## src/rtl/frame_buffer_ctrl.sv

```systemverilog
// Frame buffer controller: captures one frame of pixels into an external BRAM,
// then reads it back in address order and streams it out with a latency-aligned valid.
module frame_buffer_ctrl #(
    parameter int unsigned RAM_DEPTH  = 512,
    parameter int unsigned RAM_WIDTH  = 8,
    parameter int unsigned ADDR_WIDTH = $clog2(RAM_DEPTH),
    parameter int unsigned RD_LATENCY = 2
) (
    input  logic                  iClk,
    input  logic                  iRst,
    input  logic                  iStart,
    input  logic                  iValid,
    input  logic [RAM_WIDTH-1:0]  iData,
    output logic                  oReady,
    output logic                  oRamWe,
    output logic [ADDR_WIDTH-1:0] oRamAddr,
    output logic [RAM_WIDTH-1:0]  oRamWData,
    input  logic [RAM_WIDTH-1:0]  iRamRData,
    output logic                  oValid,
    output logic [RAM_WIDTH-1:0]  oData,
    output logic                  oBusy,
    output logic                  oFrameDone
);

    // Terminal count is compared explicitly so non-power-of-2 depths wrap correctly.
    localparam logic [ADDR_WIDTH-1:0] LAST_ADDR = ADDR_WIDTH'(RAM_DEPTH - 1);

    typedef enum logic [1:0] {
        IDLE,
        WRITE,
        READ,
        DRAIN
    } fsmState_e;

    fsmState_e             state;
    logic [ADDR_WIDTH-1:0] wrCnt;
    logic [ADDR_WIDTH-1:0] rdCnt;
    logic [RD_LATENCY-1:0] validPipe;
    logic [RD_LATENCY-1:0] pipeNext;
    logic                  inWrite;
    logic                  inRead;
    logic                  accept;
    logic                  wrLast;
    logic                  rdLast;
    logic                  pipeDrained;

    // Phase decode, terminal counts and next value of the read-valid pipe.
    always_comb begin
        inWrite     = (state == WRITE);
        inRead      = (state == READ);
        accept      = inWrite & iValid;
        wrLast      = (wrCnt == LAST_ADDR);
        rdLast      = (rdCnt == LAST_ADDR);
        pipeNext    = (validPipe << 1) | RD_LATENCY'(inRead);
        pipeDrained = (pipeNext == '0);
    end

    // BRAM port: write address in WRITE, read address in READ, parked at 0 otherwise.
    always_comb begin
        oRamWe    = accept;
        oRamAddr  = '0;
        oRamWData = '0;
        if (inWrite) begin
            oRamAddr  = wrCnt;
            oRamWData = iData;
        end else if (inRead) begin
            oRamAddr = rdCnt;
        end
    end

    assign oValid = validPipe[RD_LATENCY-1];
    assign oData  = oValid ? iRamRData : '0;

    // Frame sequencer with registered status outputs.
    always_ff @(posedge iClk or posedge iRst) begin
        if (iRst) begin
            state      <= IDLE;
            wrCnt      <= '0;
            rdCnt      <= '0;
            validPipe  <= '0;
            oReady     <= 1'b0;
            oBusy      <= 1'b0;
            oFrameDone <= 1'b0;
        end else begin
            oFrameDone <= 1'b0;
            validPipe  <= pipeNext;
            case (state)
                IDLE: begin
                    if (iStart) begin
                        state  <= WRITE;
                        wrCnt  <= '0;
                        rdCnt  <= '0;
                        oReady <= 1'b1;
                        oBusy  <= 1'b1;
                    end
                end
                WRITE: begin
                    if (accept) begin
                        if (wrLast) begin
                            wrCnt  <= '0;
                            state  <= READ;
                            oReady <= 1'b0;
                        end else begin
                            wrCnt <= wrCnt + 1'b1;
                        end
                    end
                end
                READ: begin
                    if (rdLast) begin
                        rdCnt <= '0;
                        state <= DRAIN;
                    end else begin
                        rdCnt <= rdCnt + 1'b1;
                    end
                end
                DRAIN: begin
                    // Leave once the last in-flight read has been presented.
                    if (pipeDrained) begin
                        state      <= IDLE;
                        oBusy      <= 1'b0;
                        oFrameDone <= 1'b1;
                    end
                end
                default: begin
                    state <= IDLE;
                end
            endcase
        end
    end

endmodule

```

## config.mk

```make
export PLATFORM = sky130hd
export DESIGN_NAME = frame_buffer_ctrl
export DESIGN_NICKNAME = d
export VERILOG_FILES = /design/src/rtl/frame_buffer_ctrl.sv
export SDC_FILE = /design/constraint.sdc
export NUM_CORES = 1
export LEC_CHECK = 0
export ABC_AREA = 1
export CORE_UTILIZATION = 41
export DETAILED_ROUTE_END_ITERATION = 8
export HOLD_SLACK_MARGIN = 0.06
export PLACE_DENSITY_LB_ADDON = 0.15
export SLEW_MARGIN = 20
export SYNTH_ARGS = -nofsm -noshare
export SYNTH_HDL_FRONTEND = slang
export SYNTH_SLANG_ARGS = --single-unit
```

## constraint.sdc

```tcl
create_clock -name iClk -period 1.6 [get_ports iClk]
set_input_delay 0.16 -clock iClk [delete_from_list [all_inputs] [get_ports iClk]]
set_output_delay 0.16 -clock iClk [all_outputs]
set_load 0.02 [all_outputs]
```

Run 1, metal layers overlaid:
Scale bar: 20 µm.
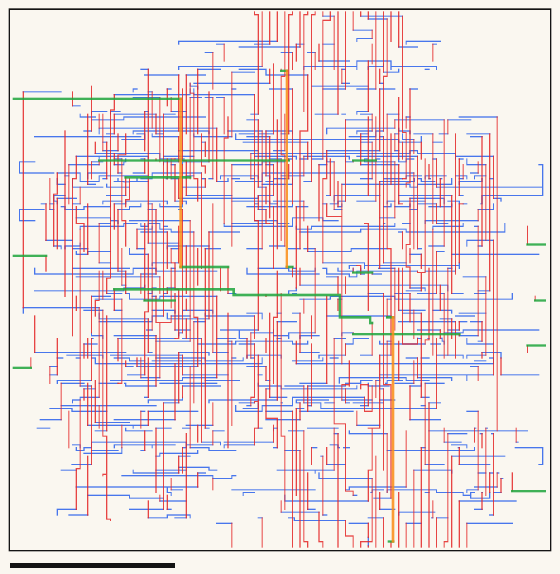
[red] M2 | wire length: 2620 µm
[orange] M4 | wire length: 71.4 µm
[blue] M1 | wire length: 2160 µm
[green] M3 | wire length: 131 µm

Run 1, routed clock nets over the placement:
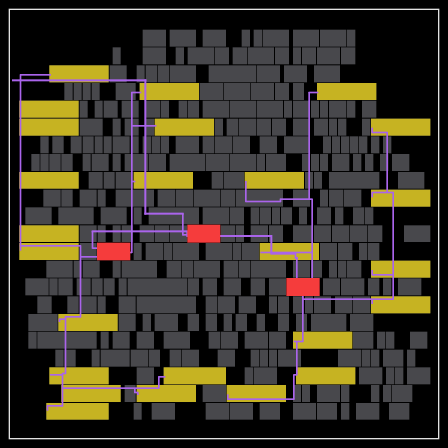
[purple] clock wires | length: 361 µm
[red] clock-net drivers | count: 3
[yellow] flip-flops | count: 25
routed clock nets: 4
flops lie: widely spread

==> deck_impl_summary.md, run 1 <==
Physical Implementation Snapshot

Status
  • Status: complete, but fails checks
  • Violations in the final reports: setup timing

Power and ir drop
  • Total Power Consumption: 4262 µW
  • Worst vdd ir: 1227 µV
  • Leakage power total: 0.001508 µW

STA
  • Time the worst path needs with I/O delays and setup: 1.652 ns
  • Setup TNS: -0.2822 ns
  • Final number of setup-violating endpoints: 12
  • Worst Slack Setup Final: -0.05198 ns
  • Transition at the pin with the smallest max-transition slack: 0.3316 ns
  • Unrepaired setup endpoints after global routing: true
  • Skew final: 0.002468 ns
  • Hold_ws: 0.2248 ns
  • Max-slew headroom: 77.89%
  • Final clock period utilization by the worst path: 103.2%

Final layout
  • Area share of buffers outside the clock network: 33.06%
  • Flop share of the area: 22.01%
  • Flops: 25
  • Footprint of the flip-flops and latches: 628.1 µm²
  • CLK BUF: 3
  • Number of buffers other than clock buffers in the final layout: 103
  • Logic share of the area: 35.03%
  • Commonest Layout Cell: sky130_fd_sc_hd__buf_4
  • Finished layout cell area: 2854 µm²
  • Nets: 365
  • Combinational Gates: 158
  • Ratio of cells with drive above 1 in the final layout: 43.28%
  • Final Non-Filler Cells: 383
  • Leading cell category by total area: multi-input combinational cells
  • Final core occ: 75.68%
  • Top Layout Cells: sky130_fd_sc_hd__buf_4, sky130_fd_sc_hd__nand2_1, sky130_fd_sc_hd__inv_1, sky130_fd_sc_hd__clkdlybuf4s50_1, sky130_fd_sc_hd__dfrtp_1
  • Fill cell instance count of the final layout: 274
  • Area fraction of clock buffers and clock inverters: 1.710%
  • Total inserted antenna cells: 0
  • Combinational Area: 999.7 µm²
  • Nonclk inv count: 45

Setup path
  • Largest fanout on the critical path: 5
  • Critical path endpoint category: output pin
  • Beginning of the critical path: state[1]$_DFFE_PP0P_
  • Crit path launch type: register
  • Required time reported for the critical path endpoint: 1.44 ns
  • Cell-by-cell listing of the critical path: buf_4 > ha_4 > buf_4 > nand3_1 > o21ai_1 > buf_4
  • Number of stages on the worst setup path: 6
  • Largest stage delay on the critical path: 0.41 ns
  • Signal arrival time at the worst endpoint: 1.49 ns
  • Worst-case register-to-register setup slack: -0.03 ns
  • Critical register-to-register path endpoint: wrCnt[5]$_DFFE_PP0P_
  • Critical path's top delay family: buffers and inverters
  • Buffers & Inverters on Critical Path: 3
  • Number of cells on the worst reg-to-reg path: 9
  • Critical-path top delay cell: sky130_fd_sc_hd__dfrtp_1
  • Destination of the critical timing path: oRamAddr[7]
  • Worst r2r src: state[0]$_DFFE_PP0P_
  • Critical path class: register to output pin
  • Most used cell along the critical path: sky130_fd_sc_hd__buf_4

Clock network
  • Buffer count from post-CTS setup fixing: 5
  • Number of sinks driven by the clock tree: 25
  • Number of buffers between clock root and the deepest sink: 2
  • Resize count post-CTS: 133
  • Post-cts hold-fix buffer tally: 0
  • H-tree lvl count: 1
  • TritonCTS clock tree: built
  • Later-pin clock latency in the skew report: 0.28 ns
  • CTS clk-pin slew, worst paths: 0.10 ns
  • Number of clock buffers inserted by TritonCTS: 3

Logic synthesis
  • Largest logic family: simple AND/OR/NAND/NOR gates
  • Area share of the leading cell type in the synthesized netlist: 37.82%
  • Main flop type: sky130_fd_sc_hd__dfrtp_1
  • Post-synth regs: 25
  • Number of synthesized flops with an enable pin: 0
  • Distinct cells, synth: 28
  • XOR Share, Synth: 0.5295%
  • Adder and majority cell fraction of the synthesized area: 6.808%
  • Largest cells by area after synthesis: sky130_fd_sc_hd__dfrtp_1, sky130_fd_sc_hd__nand2_1, sky130_fd_sc_hd__inv_1
  • Synthesized area per cell: 7.039 µm²
  • Sequential-to-total area share from yosys stat: 37.82%
  • And-or/or-and share of the synthesized area: 8.775%
  • Most popular library cell in the synthesized design by count: sky130_fd_sc_hd__nand2_1
  • Cell taking the most area after synthesis: sky130_fd_sc_hd__dfrtp_1
  • Asr flop ratio synth: 100.0%
  • Net count entering floorplan: 264
  • Simple-Gate Area Share: 32.83%
  • Netlist area before placement: 1654 µm²
  • Cell types with the highest counts after synthesis: sky130_fd_sc_hd__nand2_1, sky130_fd_sc_hd__inv_1, sky130_fd_sc_hd__dfrtp_1
  • Count of yosys warnings during synthesis: 0

GRT
  • Total overflow reported by the global router: 0
  • Antenna violations before repair: 0
  • First-pass GRT wire length: 7431 µm
  • GRT Util Overall: 22.84%
  • Largest net degree at the start of global routing: 26
  • Vias in the first global route: 1652

Drt
  • Initial DRT Pass Iterations: 4
  • Post-DRT Antenna Nets: 0
  • Average routed wire per standard cell: 13.01 µm
  • Post-route DRC violation count: 0
  • Detailed Route WL: 4981 µm
  • Initial DRC Count: 126
  • Via total after detailed routing: 1817

Place
  • Sum of net half-perimeters after detailed placement: 3394 µm
  • Pre-CTS WS: -0.2572 ns
  • Routability cong.: 0.7914
  • IO buf count: 49
  • Area after detailed placement: 2467 µm²
  • Cell count after placement: 365

Floorplan
  • Initial cell density of the core: 43.86%
  • Boundary Pins: 50
  • Die y size: 65.52 µm
  • Tap cell count: 48
  • Site Rows: 22
  • Die Span X: 65.52 µm
  • Core footprint: 3771 µm²

Run
  • Tool warnings: 33
  • Total of max-cap violations: 0

Min path
  • Hold/Removal Path Class: input port to async pin
Run 1, gate-type map:
Scale bar: 20 µm.
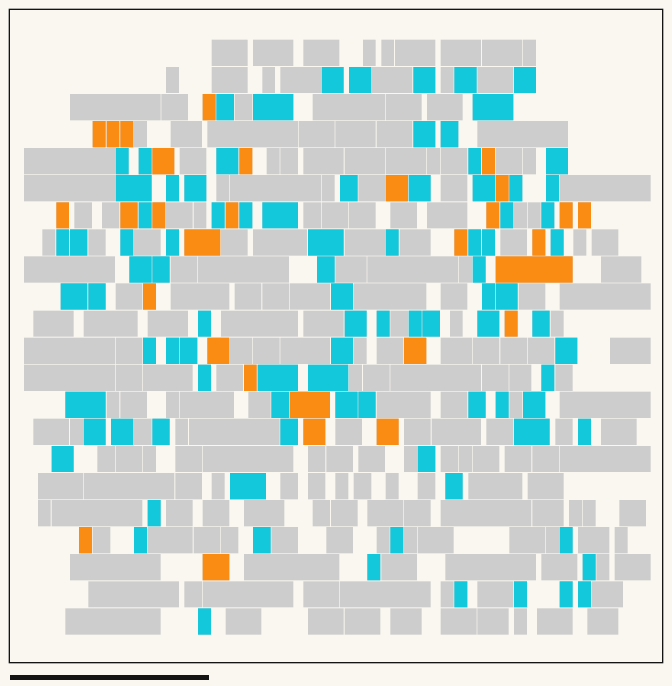
[orange] nor cells | cells: 30
[cyan] nand cells | cells: 92 | where: widely spread

==> run 1: routing by layer <==
| layer | part of all wire, % | global-route usage [%] | vias to the layer above |
|---|---|---|---|
| met4 | 1.4 | 4.348 | 0 |
| li1 | - | - | 927 |
| met2 | 53 | 40.72 | 27 |
| met1 | 43 | 28.59 | 857 |
| met3 | 2.6 | 4.167 | 6 |
| met5 | 0 | 0 | - |
==> run 1: power breakdown <==
| part | switching [µW] | internal (µW) |
|---|---|---|
| Clock | 228 | 177 |
| Sequential | 101 | 775 |
| Combinational | 1560 | 1420 |
| Total | 1890 | 2380 |
==> run 1: flip-flops by register name, summed over array words and instances, names as in the netlist <==
register    cells
oReady          1
validPipe       2
oBusy           1
wrCnt           9
rdCnt           9
state           2
oFrameDone      1
--- run 2 (diff from run 1) ---
--- a/config.mk
+++ b/config.mk
@@ -8,6 +8,7 @@
 export ABC_AREA = 1
 export CORE_UTILIZATION = 41
 export DETAILED_ROUTE_END_ITERATION = 8
+export DONT_BUFFER_PORTS = 1
 export HOLD_SLACK_MARGIN = 0.06
 export PLACE_DENSITY_LB_ADDON = 0.15
 export SLEW_MARGIN = 20
==> constraint.sdc (replaced) <==
create_clock -name iClk -period 2 [get_ports iClk]
set_input_delay 0.2 -clock iClk [delete_from_list [all_inputs] [get_ports iClk]]
set_output_delay 0.2 -clock iClk [all_outputs]
set_load 0.02 [all_outputs]
Run 2, congestion heat map:
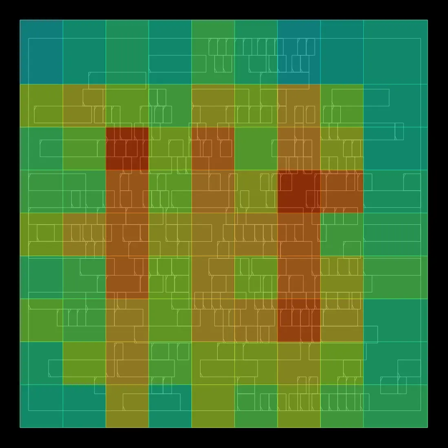
GR Util met3: 4.861%
met1 GRT Util: 24.25%
average routed wire per standard cell: 12.06 µm
GRT Util Overall: 17.39%
final core occ: 49.34%

Run 2, local utilization:
The die is cut into 7 by 7 equal tiles; dark blue is low, red is high, 0 to 100% covered.
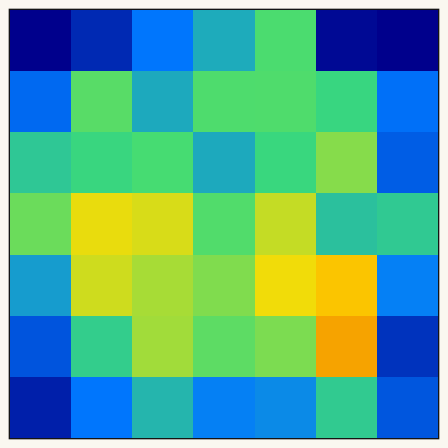
mean over tiles: 42%
fullest tile: 82%
tiles over 75% full: 4.1%

Run 2, gate-type map:
Scale bar: 20 µm.
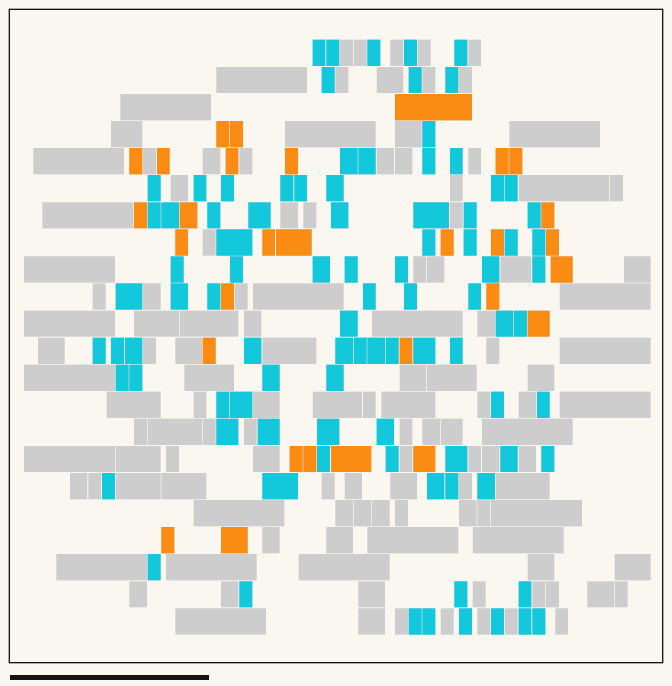
[orange] nor cells | cells: 30
[cyan] nand cells | cells: 92

==> run 2 against run 1 <==
  * The flow now finishes without violations
  * Synthesized cell count unchanged
  * Core utilization is 26 points lower
  * Critical path type is now register to register
  * Flip-flop count unchanged
  * Sequential share of layout area rose by 12 points
  * Design area down 35%
  * Total power down 49%
  * Worst setup slack gained 0.19 ns
  * Worst hold slack better by 0.00082 ns
  * Critical endpoint is now oReady$_DFFE_PP0P_
  * Register-to-register slack better by 0.17 ns
==> deck_impl_summary.md, run 2 <==
Physical Implementation Snapshot

Setup path
  • Number of stages on the worst setup path: 9
  • Critical path's top delay family: simple AND/OR/NAND/NOR gates
  • Critical path class: register to register
  • Required time reported for the critical path endpoint: 2.15 ns
  • Critical path endpoint category: register
  • Destination of the critical timing path: oReady$_DFFE_PP0P_
  • Beginning of the critical path: wrCnt[0]$_DFFE_PP0P_
  • Number of cells on the worst reg-to-reg path: 9
  • Largest stage delay on the critical path: 0.39 ns
  • Worst-case register-to-register setup slack: 0.14 ns
  • Buffers & Inverters on Critical Path: 1
  • Critical register-to-register path endpoint: oReady$_DFFE_PP0P_
  • Largest fanout on the critical path: 5
  • Signal arrival time at the worst endpoint: 2.01 ns
  • Cell-by-cell listing of the critical path: ha_2 > nand3_2 > nor4_4 > ha_2 > nor2_2 > inv_1 > nand2_1 > nand2_1 > o21ai_0
  • Worst r2r src: wrCnt[0]$_DFFE_PP0P_
  • Crit path launch type: register
  • Critical-path top delay cell: sky130_fd_sc_hd__dfrtp_1

Final layout
  • Fill cell instance count of the final layout: 374
  • Footprint of the flip-flops and latches: 625.6 µm²
  • Area added between synthesis and finish: 12.48%
  • Nets: 276
  • Top Layout Cells: sky130_fd_sc_hd__nand2_1, sky130_fd_sc_hd__inv_1, sky130_fd_sc_hd__dfrtp_1, sky130_fd_sc_hd__nor2_1, sky130_fd_sc_hd__nand3_1
  • Commonest Layout Cell: sky130_fd_sc_hd__nand2_1
  • Ratio of cells with drive above 1 in the final layout: 16.26%
  • Total inserted antenna cells: 0
  • Finished layout cell area: 1861 µm²
  • Combinational Area: 852.1 µm²
  • Final Non-Filler Cells: 294
  • Leading registers by flop count: rdCnt: 9 flops, wrCnt: 9 flops

Power and ir drop
  • Worst vdd ir: 780.9 µV
  • Proportion of total power due to net switching: 50.46%
  • Power density relative to cell area: 1168 nW/µm²
  • Share of total power in combinational logic: 50.6%
  • Clock network fraction of design power: 13.9%
  • Leakage power total: 0.001033 µW
  • Power Internal: 1076 µW
  • NetSw: 1096 µW
  • Total Power Consumption: 2172 µW
  • Relative contribution of sequential cells to total power: 35.5%

Clock network
  • Later-pin clock latency in the skew report: 0.27 ns
  • Number of sinks driven by the clock tree: 25
  • Buffer count from post-CTS setup fixing: 0
  • Number of clock buffers inserted by TritonCTS: 3
  • Resize count post-CTS: 0
  • Number of buffers between clock root and the deepest sink: 2
  • H-tree lvl count: 1
  • TritonCTS clock tree: built
  • Post-cts hold-fix buffer tally: 1
  • CTS clk-pin slew, worst paths: 0.09 ns
  • Root Buffer Master: sky130_fd_sc_hd__clkbuf_8

Floorplan
  • Die Span X: 65.52 µm
  • Core footprint: 3771 µm²
  • Area enclosed by the die boundary: 4292 µm²
  • Die y size: 65.52 µm
  • Initial cell density of the core: 43.86%
  • Site Rows: 22
  • Boundary Pins: 50

Drt
  • Post-DRT Antenna Nets: 0
  • Detailed Route WL: 3545 µm
  • Per-cell via count in the routed design: 4.639
  • Length of routed wiring on met1: 1768 µm
  • Post-route DRC violation count: 0
  • WL met2: 1645 µm
  • Via total after detailed routing: 1364
  • Initial DRT Pass Iterations: 4
  • Max layer used: met4
  • Routed wl met3: 101 µm
  • Initial DRC Count: 85

Logic synthesis
  • Post-synthesis chip area from yosys: 1654 µm²
  • Sequential-to-total area share from yosys stat: 37.82%
  • Number of synthesized flops with an enable pin: 0
  • Main flop type: sky130_fd_sc_hd__dfrtp_1
  • Area share of the leading cell type in the synthesized netlist: 37.82%
  • Largest cells by area after synthesis: sky130_fd_sc_hd__dfrtp_1, sky130_fd_sc_hd__nand2_1, sky130_fd_sc_hd__inv_1
  • Cell types with the highest counts after synthesis: sky130_fd_sc_hd__nand2_1, sky130_fd_sc_hd__inv_1, sky130_fd_sc_hd__dfrtp_1
  • Synthesized area per cell: 7.039 µm²
  • Netlist area before placement: 1654 µm²
  • Cell total in the yosys stat output: 235
  • Cell taking the most area after synthesis: sky130_fd_sc_hd__dfrtp_1
  • Distinct cells, synth: 28
  • Most popular library cell in the synthesized design by count: sky130_fd_sc_hd__nand2_1
  • Gate count after technology mapping: 235
  • Count of yosys warnings during synthesis: 0
  • Net count entering floorplan: 264
  • Asr flop ratio synth: 100.0%
  • Post-synth regs: 25

Min path
  • Hold Path End: rdCnt[0]$_DFFE_PP0P_
  • Hold path cells: 4
  • Hold/Removal Path Class: input port to register
  • Worst Min Path Start: iStart

STA
  • Max-slew headroom: 74.17%
  • Final number of setup-violating endpoints: 0
  • Setup TNS: 0 ns
  • Worst Slack Setup Final: 0.1408 ns
  • Transition at the pin with the smallest max-transition slack: 0.3875 ns
  • Hold Fails Final Rpt: 0
  • Time the worst path needs with I/O delays and setup: 1.859 ns
  • Hold_ws: 0.2256 ns
  • Peak clock frequency supported by timing: 0.5379 GHz
  • Final clock period utilization by the worst path: 92.96%
  • Skew final: 0.004955 ns
  • Max-slew violations: 0

Place
  • IO buf count: 0
  • Routability cong.: 0.7659
  • Sum of net half-perimeters after detailed placement: 2668 µm
  • Cell count after placement: 286
  • Pre-CTS WS: 0.1264 ns
  • Area after detailed placement: 1739 µm²

GRT
  • First-pass GRT wire length: 5775 µm
  • Vias in the first global route: 1231
  • Antenna violations before repair: 0
  • Busiest metal layer after global routing: met2
  • Total overflow reported by the global router: 0
  • Largest net degree at the start of global routing: 26
  • Met2 track demand over resource in global routing: 26.42%

Run
  • Tool warnings: 30
  • Total of max-cap violations: 0

Status
  • Status: complete, no violations
[run 2: power by group through the flow]
stage          clock, µW  sequential (µW)  combinational [µW]
5_1_grt              340              792                1270
3_3_place_gp           0              775                1060
6_report             301              772                1100
3_5_place_dp           0              781                1060
2_1_floorplan          0              739                 965
4_1_cts              315              770                1070
[run 2: cell families (layout without fill, tap and decap cells)]
group,after synthesis,count (layout),synth area share [%]
compound gates,25,25,8.775
flops,25,25,37.82
xor+xnor,1,1,0.5296
buf+inv,52,63,13.24
simple gates,123,123,32.83
fa+ha+maj,9,9,6.808
[run 2: cell type report]
cell class / instances / share of cell area, %
sequential: 25 / 33.62
clock buffer: 3 / 2.219
tap: 48 / 3.228
inverter: 45 / 9.079
timing repair buffer: 14 / 5.783
multi-input combinational: 158 / 45.80
clock inverter: 1 / 0.2690
Power and IR drop assume default switching activity.
